Met1 routing:
The bar under the picture is 20 µm long.
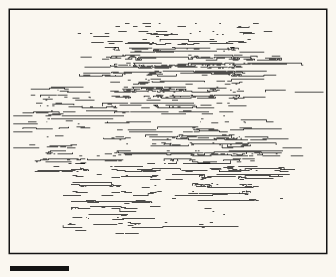
Met2 routing:
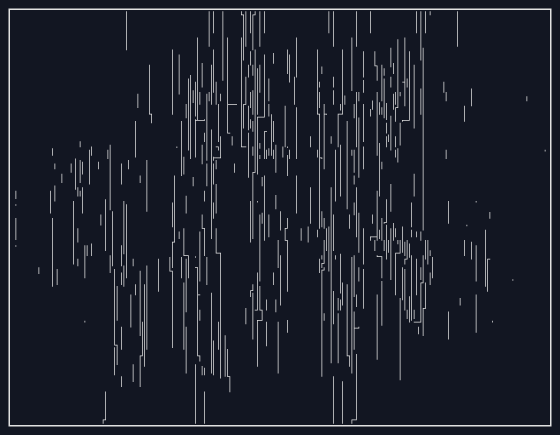
Met3 routing:
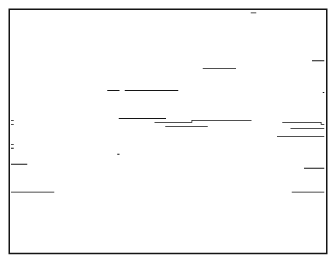
Wires at chosen ports, followed through buffers:
The bar under the picture is 20 µm long.
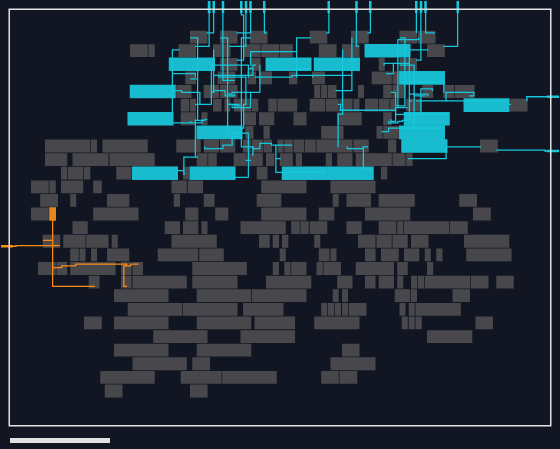
--- config.mk ---
export PLATFORM = sky130hd
export DESIGN_NAME = toggle_encoder
export DESIGN_NICKNAME = d
export VERILOG_FILES = /design/src/rtl/toggle_encoder.sv
export SDC_FILE = /design/constraint.sdc
export NUM_CORES = 1
export LEC_CHECK = 0
export CORE_ASPECT_RATIO = 0.75
export CORE_MARGIN = 4
export CORE_UTILIZATION = 35
export DETAILED_ROUTE_END_ITERATION = 12
export SYNTH_ARGS = -nofsm -noshare
export SYNTH_HDL_FRONTEND = slang
export SYNTH_SLANG_ARGS = --single-unit
--- constraint.sdc ---
create_clock -name clk -period 3.85 [get_ports clk]
set_input_delay 0.77 -clock clk [delete_from_list [all_inputs] [get_ports clk]]
set_output_delay 0.77 -clock clk [all_outputs]
set_load 0.1 [all_outputs]
--- src/rtl/toggle_encoder.sv ---
// D-to-T converter: buffers desired register words in a FIFO and issues per-bit
// toggle vectors against a shadow copy of the downstream toggle flip-flop bank.
module toggle_encoder #(
  parameter int unsigned WIDTH     = 4,
  parameter int unsigned DEPTH     = 4,
  parameter int unsigned SKIP_ZERO = 1,
  parameter int unsigned CNT_W     = 16
) (
  input  logic                     clk,
  input  logic                     rst,
  input  logic                     d_valid,
  output logic                     d_ready,
  input  logic [WIDTH-1:0]         d,
  output logic                     t_valid,
  input  logic                     t_ready,
  output logic [WIDTH-1:0]         t,
  input  logic                     resync,
  output logic [WIDTH-1:0]         shadow,
  output logic [CNT_W-1:0]         toggle_cnt,
  output logic [$clog2(DEPTH):0]   fifo_level
);

  localparam int unsigned AW = $clog2(DEPTH);
  localparam int unsigned LW = AW + 1;
  localparam int unsigned SW = CNT_W + 7;
  localparam logic [SW-1:0] CNT_MAX = SW'({CNT_W{1'b1}});

  logic [WIDTH-1:0] mem_q [DEPTH];
  logic [AW-1:0]    wr_ptr_q, rd_ptr_q;
  logic [LW-1:0]    level_q, level_d;
  logic             t_valid_q, t_valid_d;
  logic [WIDTH-1:0] t_q, t_d;
  logic [WIDTH-1:0] word_q, word_d;
  logic [WIDTH-1:0] shadow_q, shadow_d;
  logic             fix_q, fix_d;
  logic [CNT_W-1:0] cnt_q, cnt_d;

  logic             wr_en, load, xfer;
  logic [WIDTH-1:0] head, cur_shadow, next_shadow, tv;
  logic [SW-1:0]    pc, sum;

  assign d_ready    = (level_q != LW'(DEPTH));
  assign wr_en      = d_valid && d_ready;
  assign xfer       = t_valid_q && t_ready;
  assign load       = (!t_valid_q || t_ready) && (level_q != '0);
  assign head       = mem_q[rd_ptr_q];
  // After a resync with a held word, the bank will reach that word once it transfers.
  assign cur_shadow  = fix_q ? word_q : shadow_q;
  assign next_shadow = resync ? '0 : cur_shadow;
  assign tv          = head ^ next_shadow;

  always_ff @(posedge clk) begin
    if (wr_en) mem_q[wr_ptr_q] <= d;
  end

  always_comb begin
    pc = '0;
    for (int i = 0; i < WIDTH; i++) pc = pc + SW'(t_q[i]);
    sum   = SW'(cnt_q) + pc;
    cnt_d = cnt_q;
    if (xfer) cnt_d = (sum > CNT_MAX) ? CNT_MAX[CNT_W-1:0] : sum[CNT_W-1:0];
  end

  always_comb begin
    level_d   = level_q + LW'(wr_en) - LW'(load);
    t_valid_d = t_valid_q;
    t_d       = t_q;
    word_d    = word_q;
    shadow_d  = next_shadow;
    fix_d     = 1'b0;
    if (load) begin
      shadow_d = head;
      word_d   = head;
      if ((SKIP_ZERO != 0) && (tv == '0)) begin
        t_valid_d = 1'b0;
      end else begin
        t_d       = tv;
        t_valid_d = 1'b1;
      end
    end else if (xfer) begin
      t_valid_d = 1'b0;
    end else if (resync && t_valid_q) begin
      // Held word recomputed against a cleared bank.
      t_d   = word_q;
      fix_d = 1'b1;
      if ((SKIP_ZERO != 0) && (word_q == '0)) t_valid_d = 1'b0;
    end
  end

  always_ff @(posedge clk or posedge rst) begin
    if (rst) begin
      wr_ptr_q  <= '0;
      rd_ptr_q  <= '0;
      level_q   <= '0;
      t_valid_q <= 1'b0;
      t_q       <= '0;
      word_q    <= '0;
      shadow_q  <= '0;
      fix_q     <= 1'b0;
      cnt_q     <= '0;
    end else begin
      if (wr_en) wr_ptr_q <= wr_ptr_q + AW'(1);
      if (load)  rd_ptr_q <= rd_ptr_q + AW'(1);
      level_q   <= level_d;
      t_valid_q <= t_valid_d;
      t_q       <= t_d;
      word_q    <= word_d;
      shadow_q  <= shadow_d;
      fix_q     <= fix_d;
      cnt_q     <= cnt_d;
    end
  end

  assign t_valid    = t_valid_q;
  assign t          = t_q;
  assign shadow     = shadow_q;
  assign toggle_cnt = cnt_q;
  assign fifo_level = level_q;

endmodule
==> flow_summary.yaml <==
# synthesis and place-and-route metrics
place:
  dp_worst_setup_slack_ns: 0.648
  post_place_cell_area_um2: 3100
  gp_congestion: 0.781
synth:
  synthesized_area_per_cell_um2: 11.6
  yosys.cell_count.top_type: "dfrtp_1"
  compound_share_synth_pct: 11.3
  ys_dominant_reg_cell: "dfrtp_1"
  synth-async-reset-ratio_pct: 69.8
  netlist.area_leader.share_pct: 35.3
  ys_sh_xor_pct: 3.68
  yosys_warnings: 0
  synth-edff-count: 16
  top_cells_by_count: "37 x dfrtp_1, 29 x nand2_1, 17 x inv_1"
  ys_types: 46
  ys_sh_adder_pct: 6.40
grt:
  grt_antenna_before_repair: 0
  grt_start_max_net_pins: 20
  grt_busiest_layer: "met1"
  grt.met2_usage_pct: 17.7
  grt_first_pass_wirelength_um: 9230
final_layout:
  layout.core_utilization_pct: 43.8
  area.share.sequential_pct: 44.0
  seqCellArea_um2: 1410
  largest_class: "sequential cells"
  combinational_gate_area_um2: 1110
  seq_cell_count: 53
  n_all_buffers: 40
  final-instance-count-excl-fill: 368
  layout.clock.cell_area_share_pct: 2.98
  insertedDiodeCount: 0
  layout_top_cells: "37 x dfrtp_1, 37 x clkdlybuf4s50_1, 29 x nand2_1, 17 x inv_1, 16 x edfxtp_1"
  num-clock-buffers: 5
  inverters: 17
  nets: 286
  drive_above_1_share_pct: 9.74
  buffer_area_share_pct: 12.3
floorplanning:
  core_um2: 7300
  dieWidth_um: 108
  floorplan.core_util_pct: 35.9
  ioPinCount: 38
route:
  pre_repair_dr_iteration_count: 4
  routed_wirelength_um: 5260
  route.detailed.wl_per_inst_um: 14.3
  routedLengthMet1_um: 2740
critical_path:
  rrSetupSlack_ns: 0.64
  critical_path.slowest_cell: "or4_4"
  critical_path_class: "reg2reg"
  cp_num_buf_inv: 3
  reg2regPathDepth: 10
  crit_arrival_ns: 3.45
  cp.depth: 10
  setup.worst_path.start_class: "flip-flop"
  crit-reg2reg-capture: "toggle_cnt[5]$_DFFE_PP0P_"
  timing.critical_path.to_type: "flip-flop"
  cp-startpoint: "t[0]$_DFFE_PP0P_"
timing:
  tightest_slew_ns: 0.973
  totalNegativeSetupSlack_ns: 0
  finalSetupViolations: 0
  post-route-min-period_ns: 3.21
  finalWorstSetupSlack_ns: 0.642
  final_min_period_over_clock_period_pct: 83.3
cts:
  cts.root.buffer_cell: "clkbuf_8"
  clock_tree_from_tritoncts: "built"
  postCtsHoldBufs: 0
  numCtsBuffers: 5
min_path:
  min_delay_worst_endpoint: "fifo_level[2]$_DFF_PP0_"
outcome:
  status: "complete, no violations"
## Picture notes: 'met1 routing'
- nets with wire on the layer: 262
- main direction: horizontal
- share of all routed wire: 52%
- longest straight run: 29.0 µm
- wire length on this layer: 2740 µm

## Picture notes: 'met2 routing'
- longest straight run: 36.4 µm
- share of all routed wire: 43%

## Picture notes: 'met3 routing'
- main direction: horizontal
- longest straight run: 20.2 µm
- share of all routed wire: 3.5%
met3 GRT Util: 2.80%
routed vias: 1760

## Picture notes: 'wires at chosen ports, followed through buffers'
- `d_ready`: orange (bits 1; direction output; edge left; end cells 1; buffers 1; wire 57.0 µm)
- `toggle_cnt`: cyan (bits 16; direction output; edge 14 top, 2 right; end cells 16; buffers 16; wire 678 µm)

